$ cat src/rtl/fw_pkg.sv
// Shared types and constants for the firewall region controller.
// Latency: none; this file holds types only.
// Backpressure: none; this file holds types only.
package fw_pkg;

  // Widest address and index the shared structs can carry. Narrower
  // instances zero-extend into them.
  localparam int FW_MAX_ADDR_W = 64;
  localparam int FW_MAX_IDX_W  = 8;

  // Requester privilege levels, lowest to highest.
  typedef enum logic [1:0] {
    PRIV_USER    = 2'd0,
    PRIV_SUPER   = 2'd1,
    PRIV_MACHINE = 2'd2,
    PRIV_DEBUG   = 2'd3
  } priv_e;

  // One protected region. A size of 0 disables it.
  typedef struct packed {
    logic [FW_MAX_ADDR_W-1:0] base;
    logic [FW_MAX_ADDR_W-1:0] size;
  } region_t;

  // Per-transaction firewall decision.
  typedef struct packed {
    logic                    blocked;
    logic                    hit;
    logic [FW_MAX_IDX_W-1:0] region;
  } dec_t;

endpackage

$ cat src/rtl/fw_region_match.sv
// Single-region address comparator: flags addr inside [base, base+size-1].
// Latency: combinational.
// Backpressure: none.
module fw_region_match
  import fw_pkg::*;
#(
  parameter int ADDR_WIDTH = 32
) (
  input  region_t                 region,
  input  logic [ADDR_WIDTH-1:0]   addr,
  output logic                    match
);

  // The compare runs one bit wider than the stored fields, so base+size
  // never wraps. A region reaching past the top of the address space then
  // simply covers everything up to the highest address.
  logic [FW_MAX_ADDR_W:0] base_x;
  logic [FW_MAX_ADDR_W:0] end_x;
  logic [FW_MAX_ADDR_W:0] addr_x;

  assign base_x = {1'b0, region.base};
  assign end_x  = base_x + {1'b0, region.size};
  assign addr_x = {1'b0, FW_MAX_ADDR_W'(addr)};

  assign match = (region.size != '0) && (addr_x >= base_x) && (addr_x < end_x);

endmodule

$ cat src/rtl/fw_region_ctrl.sv
// Region firewall: a privileged, lockable region table that classifies each transaction.
// Latency: 1 cycle from txn accept to dec_valid; back-to-back accepts give full throughput.
// Backpressure: one-entry decision register; txn_ready drops while a decision stalls or a config write is active.
// Optional feature: FW_VIOLATION_CNT_EN adds a saturating counter of blocked decisions.
module fw_region_ctrl
  import fw_pkg::*;
#(
  parameter int ADDR_WIDTH    = 32,
  parameter int NUM_REGIONS   = 4,
  parameter int REQUIRED_PRIV = int'(PRIV_MACHINE),
  localparam int IDX_W        = (NUM_REGIONS > 1) ? $clog2(NUM_REGIONS) : 1
) (
  input  logic                  clk,
  input  logic                  rst_n,
  input  logic                  cfg_wr_en,
  input  logic [IDX_W-1:0]      cfg_idx,
  input  logic [ADDR_WIDTH-1:0] cfg_base,
  input  logic [ADDR_WIDTH-1:0] cfg_size,
  input  logic [1:0]            cfg_priv,
  input  logic                  lock_req,
  output logic                  cfg_err,
  output logic                  locked,
  input  logic                  txn_valid,
  output logic                  txn_ready,
  input  logic [ADDR_WIDTH-1:0] txn_addr,
  input  logic                  txn_auth,
  output logic                  dec_valid,
  input  logic                  dec_ready,
  output logic                  dec_blocked,
  output logic                  dec_hit,
  output logic [IDX_W-1:0]      dec_region,
  output logic [15:0]           viol_cnt
);

  region_t          regions_q [NUM_REGIONS];
  logic             locked_q;
  logic             cfg_err_q;
  logic             dec_valid_q;
  dec_t             dec_q;
  dec_t             lookup;
  logic [NUM_REGIONS-1:0] match_vec;

  logic priv_ok, idx_ok, wr_ok, lock_ok, txn_acc;

  assign priv_ok = 32'(cfg_priv) >= 32'(REQUIRED_PRIV);
  assign idx_ok  = 32'(cfg_idx) < 32'(NUM_REGIONS);
  assign wr_ok   = cfg_wr_en && !locked_q && priv_ok && idx_ok;
  assign lock_ok = lock_req && !locked_q && priv_ok;

  // Region table: accepted writes land at the next edge, reset clears all regions.
  always_ff @(posedge clk or negedge rst_n) begin
    if (!rst_n) begin
      for (int i = 0; i < NUM_REGIONS; i++) regions_q[i] <= '0;
    end else begin
      for (int i = 0; i < NUM_REGIONS; i++) begin
        if (wr_ok && (cfg_idx == IDX_W'(i))) begin
          regions_q[i].base <= FW_MAX_ADDR_W'(cfg_base);
          regions_q[i].size <= FW_MAX_ADDR_W'(cfg_size);
        end
      end
    end
  end

  // Lock is sticky until reset. Any rejected write or lock raises a one-cycle error.
  // A write accepted in the same cycle as a lock still lands, because wr_ok
  // sees the pre-lock state.
  always_ff @(posedge clk or negedge rst_n) begin
    if (!rst_n) begin
      locked_q  <= 1'b0;
      cfg_err_q <= 1'b0;
    end else begin
      locked_q  <= locked_q | lock_ok;
      cfg_err_q <= (cfg_wr_en && !wr_ok) || (lock_req && !lock_ok);
    end
  end

  for (genvar g = 0; g < NUM_REGIONS; g++) begin : g_match
    fw_region_match #(.ADDR_WIDTH(ADDR_WIDTH)) u_match (
      .region (regions_q[g]),
      .addr   (txn_addr),
      .match  (match_vec[g])
    );
  end

  // Priority select: scanning from the top index down leaves the lowest match in place.
  always_comb begin
    lookup = '0;
    for (int i = NUM_REGIONS - 1; i >= 0; i--) begin
      if (match_vec[i]) begin
        lookup.hit    = 1'b1;
        lookup.region = FW_MAX_IDX_W'(i);
      end
    end
    lookup.blocked = lookup.hit && !txn_auth;
  end

  // Holding off transactions during a config write means every decision
  // sees a settled table.
  assign txn_ready = (!dec_valid_q || dec_ready) && !cfg_wr_en;
  assign txn_acc   = txn_valid && txn_ready;

  // One-entry decision register: load on accept, clear on drain, otherwise hold.
  always_ff @(posedge clk or negedge rst_n) begin
    if (!rst_n) begin
      dec_valid_q <= 1'b0;
      dec_q       <= '0;
    end else if (txn_acc) begin
      dec_valid_q <= 1'b1;
      dec_q       <= lookup;
    end else if (dec_ready) begin
      dec_valid_q <= 1'b0;
    end
  end

`ifdef FW_VIOLATION_CNT_EN
  logic [15:0] viol_q;

  // Count blocked decisions as they drain; hold at all-ones.
  always_ff @(posedge clk or negedge rst_n) begin
    if (!rst_n) begin
      viol_q <= 16'd0;
    end else if (dec_valid_q && dec_ready && dec_q.blocked && (viol_q != 16'hFFFF)) begin
      viol_q <= viol_q + 16'd1;
    end
  end

  assign viol_cnt = viol_q;
`else
  assign viol_cnt = 16'd0;
`endif

  assign cfg_err     = cfg_err_q;
  assign locked      = locked_q;
  assign dec_valid   = dec_valid_q;
  assign dec_blocked = dec_q.blocked;
  assign dec_hit     = dec_q.hit;
  assign dec_region  = IDX_W'(dec_q.region);

endmodule
$ cat config.mk
export PLATFORM = sky130hd
export DESIGN_NAME = fw_region_ctrl
export DESIGN_NICKNAME = d
export VERILOG_FILES = /design/src/rtl/fw_pkg.sv /design/src/rtl/fw_region_match.sv /design/src/rtl/fw_region_ctrl.sv
export SDC_FILE = /design/constraint.sdc
export NUM_CORES = 1
export LEC_CHECK = 0
export ABC_CLOCK_PERIOD_IN_PS = 4280
export CAP_MARGIN = 10
export CORE_ASPECT_RATIO = 0.5
export CORE_MARGIN = 2
export CORE_UTILIZATION = 40
export CTS_BUF_LIST = sky130_fd_sc_hd__clkbuf_8 sky130_fd_sc_hd__clkbuf_16
export CTS_CLUSTER_SIZE = 40
export DETAILED_ROUTE_END_ITERATION = 6
export PLACE_DENSITY_LB_ADDON = 0.2
export SETUP_SLACK_MARGIN = 0.02
export SYNTH_ARGS = -nofsm -noshare
export SYNTH_HDL_FRONTEND = slang
export SYNTH_SLANG_ARGS = --single-unit
export TNS_END_PERCENT = 20
$ cat constraint.sdc
create_clock -name clk -period 4.28 [get_ports clk]
set_input_delay 0.428 -clock clk [delete_from_list [all_inputs] [get_ports clk]]
set_output_delay 0.428 -clock clk [all_outputs]
set_load 0.02 [all_outputs]
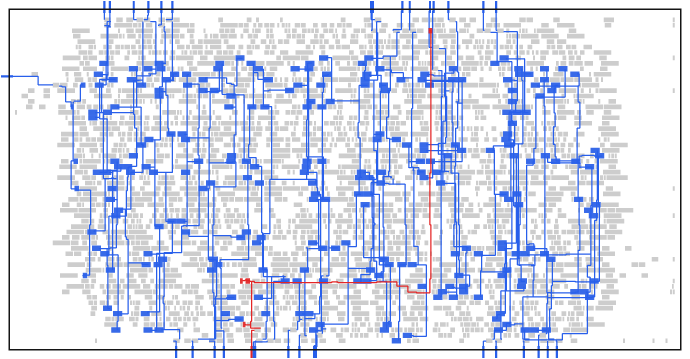
io_fan.png
(2 px per um)
- blue: txn_addr (bits 32; direction input; end cells 253; wire 6990 um)
- red: cfg_wr_en (bits 1; direction input; end cells 4; wire 278 um)
number of port buffers: 113
boundary pin count: 131

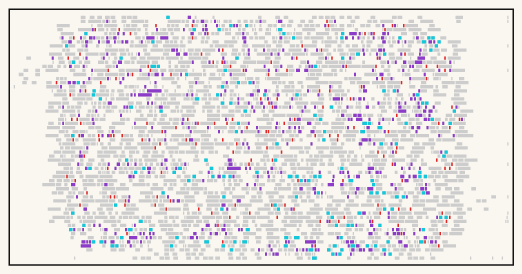
logic_types.png
(1.5 px per um)
- red: inv cells (cells 165; most used inv_1; where all over the die)
- cyan: non-inverting ao/oa cells (cells 164; most used a21o_1; where all over the die)
- purple: aoi and oai cells (cells 466; most used a21oi_1; where all over the die)
most frequent logic cell in the layout: sky130_fd_sc_hd__ha_1
Layout Cells excl Fill: 3487
fraction of area in multi-input gates: 53.3%

==> flow_summary.toml <==
# synthesis and place-and-route metrics
[final_layout]
finalNetCount = 3242
design.seq.count = 263
layout.nonclk_buf_share_pct = 13.7
num-clock-buffers = 37
largest_register_ff_count = 256
buffers = 459
final_area_um2 = 27600
final_layout_size_suffix_gt1_share_pct = 23.1
flow.area_growth_from_synthesis_pct = 26.1
seq_share_pct = 23.8
largest_cell_class = "multi-input combinational cells"

[setup_path]
endpoint = "dec_hit"
critPathBufInv = 2
worst-r2r-setup-slack_ps = -570
setup.worst_path.end_class = "flip-flop"
kind_of_cell_adding_the_most_delay_to_the_critical_path = "AND-OR/OR-AND gates"
crit_path_cell_trace = "buf_4, ha_1, a21o_1, a21oi_1, buf_4, o211ai_1, nand4_1, nand2_1, a311o_1, a21o_1, a21oi_1, xor2_1, ha_1, nand4_1, or4_4, nor2_2, a211o_2, o211ai_1, a22oi_2, o211a_1, a21oi_1"
cp_num_cells = 21
max_stage_delay_ps = 580
timing_worst_setup_path_type = "reg -> reg"
data_arrival_time_of_the_worst_path_ps = 5300
critical_path.max_fanout = 3
rr_startpoint = "regions_q[1]"
path_common_cell = "sky130_fd_sc_hd__a21oi_1"
worst_r2r_endpoint = "dec_hit"

[cts]
clock_tree_root = "sky130_fd_sc_hd__clkbuf_16"
cts_resized = 29
clk_latency_ps = 580
tritoncts_num_sinks = 263
post-cts-setup-buffers = 6
numCtsBuffers = 29
post_cts_hold_buffer_count = 1
cts_max_path_buffers = 3

[yosys]
post_synth_main_logic_family = "adder cells"
synth.yosys.num_cells = 2302
top_cell = "sky130_fd_sc_hd__ha_1"
synth.lib_cells_used.distinct = 72
synth.yosys.seq_area_share_pct = 30.0
adder_share_pct = 22.1
post-synth-top-area-cell = "sky130_fd_sc_hd__dfrtp_1"
yosys_warnings = 0
compound_area_share_pct = 18.3
synth-main-ff-cell = "sky130_fd_sc_hd__dfrtp_1"
share_of_flip_flops_with_an_asynchronous_set_or_reset_pct = 100
post_synthesis_instance_area_um2 = 21900
edf_count = 0
area_leaders = "sky130_fd_sc_hd__dfrtp_1, sky130_fd_sc_hd__ha_1, sky130_fd_sc_hd__mux2_2"
synth.ff_latch_count = 263

[global_route]
first_global_vias = 18499
grt_use_met3_pct = 3.38
grt_util_met1_pct = 33.8
grt_max_degree = 116
globalRoute.busiestLayer = "met2"
grt_overflow_total = 0
grt_first_pass_wirelength_um = 107000

[pwr]
report.power.total_uw = 9920
clockPowerShare_pct = 27.3
seq_power_share_pct = 29.2
power_clock_uw = 2710
switchingPower_uw = 3530
swShare_pct = 35.6
ir_worst_vdd_mv = 0.237
combinationalPowerShare_pct = 43.4
power_report.internal_total_uw = 6390

[placement]
dpl_cell_area_um2 = 26300
hpwlAfterDp_um = 55100
place_congestion = 0.914
detailedPlace.worstSlack_ps = -1030

[worst_hold_path]
min_from = "dec_ready"
min_path_type = "in -> reg"

[status]
violations = "negative setup slack"
status = "finished, violations left"

[final_timing]
setup-tns-final_ps = -2040
worst_margin_slew_ps = 934
slew_violations = 0
timing.slew.headroom_pct = 37.7
grt_setup_unrepaired = "true"
setup_slack_ps = -574
timing_hold_violations_final = 0
finalSetupViolCount = 4
timing.clock.skew_ps = 14.7

[drt]
dr.first_iter.drc_count = 1202
met3WireLength_um = 2800
drt_first_pass_iters = 5
highest_layer_used_for_signal_routing = "met4"
routedLengthMet1_um = 32500

[floorplanning]
floorplanUtilization_pct = 40.6
nWellTaps = 713
fp.dieArea_um2 = 56800
placement_rows = 60
chipHeight_um = 169
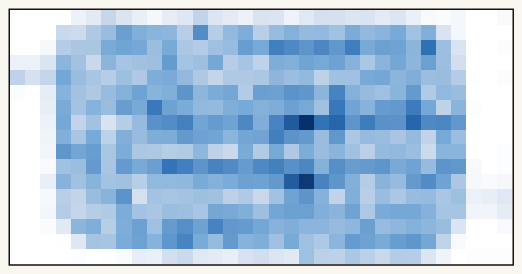
metal_density.png
(1.5 px per um) 33 x 17 tiles, from white (low) to dark blue (high), scaled to the fullest tile. Values are wire area over tile area, all layers added.
- densest ninth of the die: center
- fullest tile: 0.54
- nearly empty tiles: 14%
- emptiest ninth of the die: south-west
- mean over tiles: 0.19
vias: 18770
global-route total usage across every layer: 24.2%
Routed Wire Length: 67800 um
Routed wire per std cell: 19.4 um

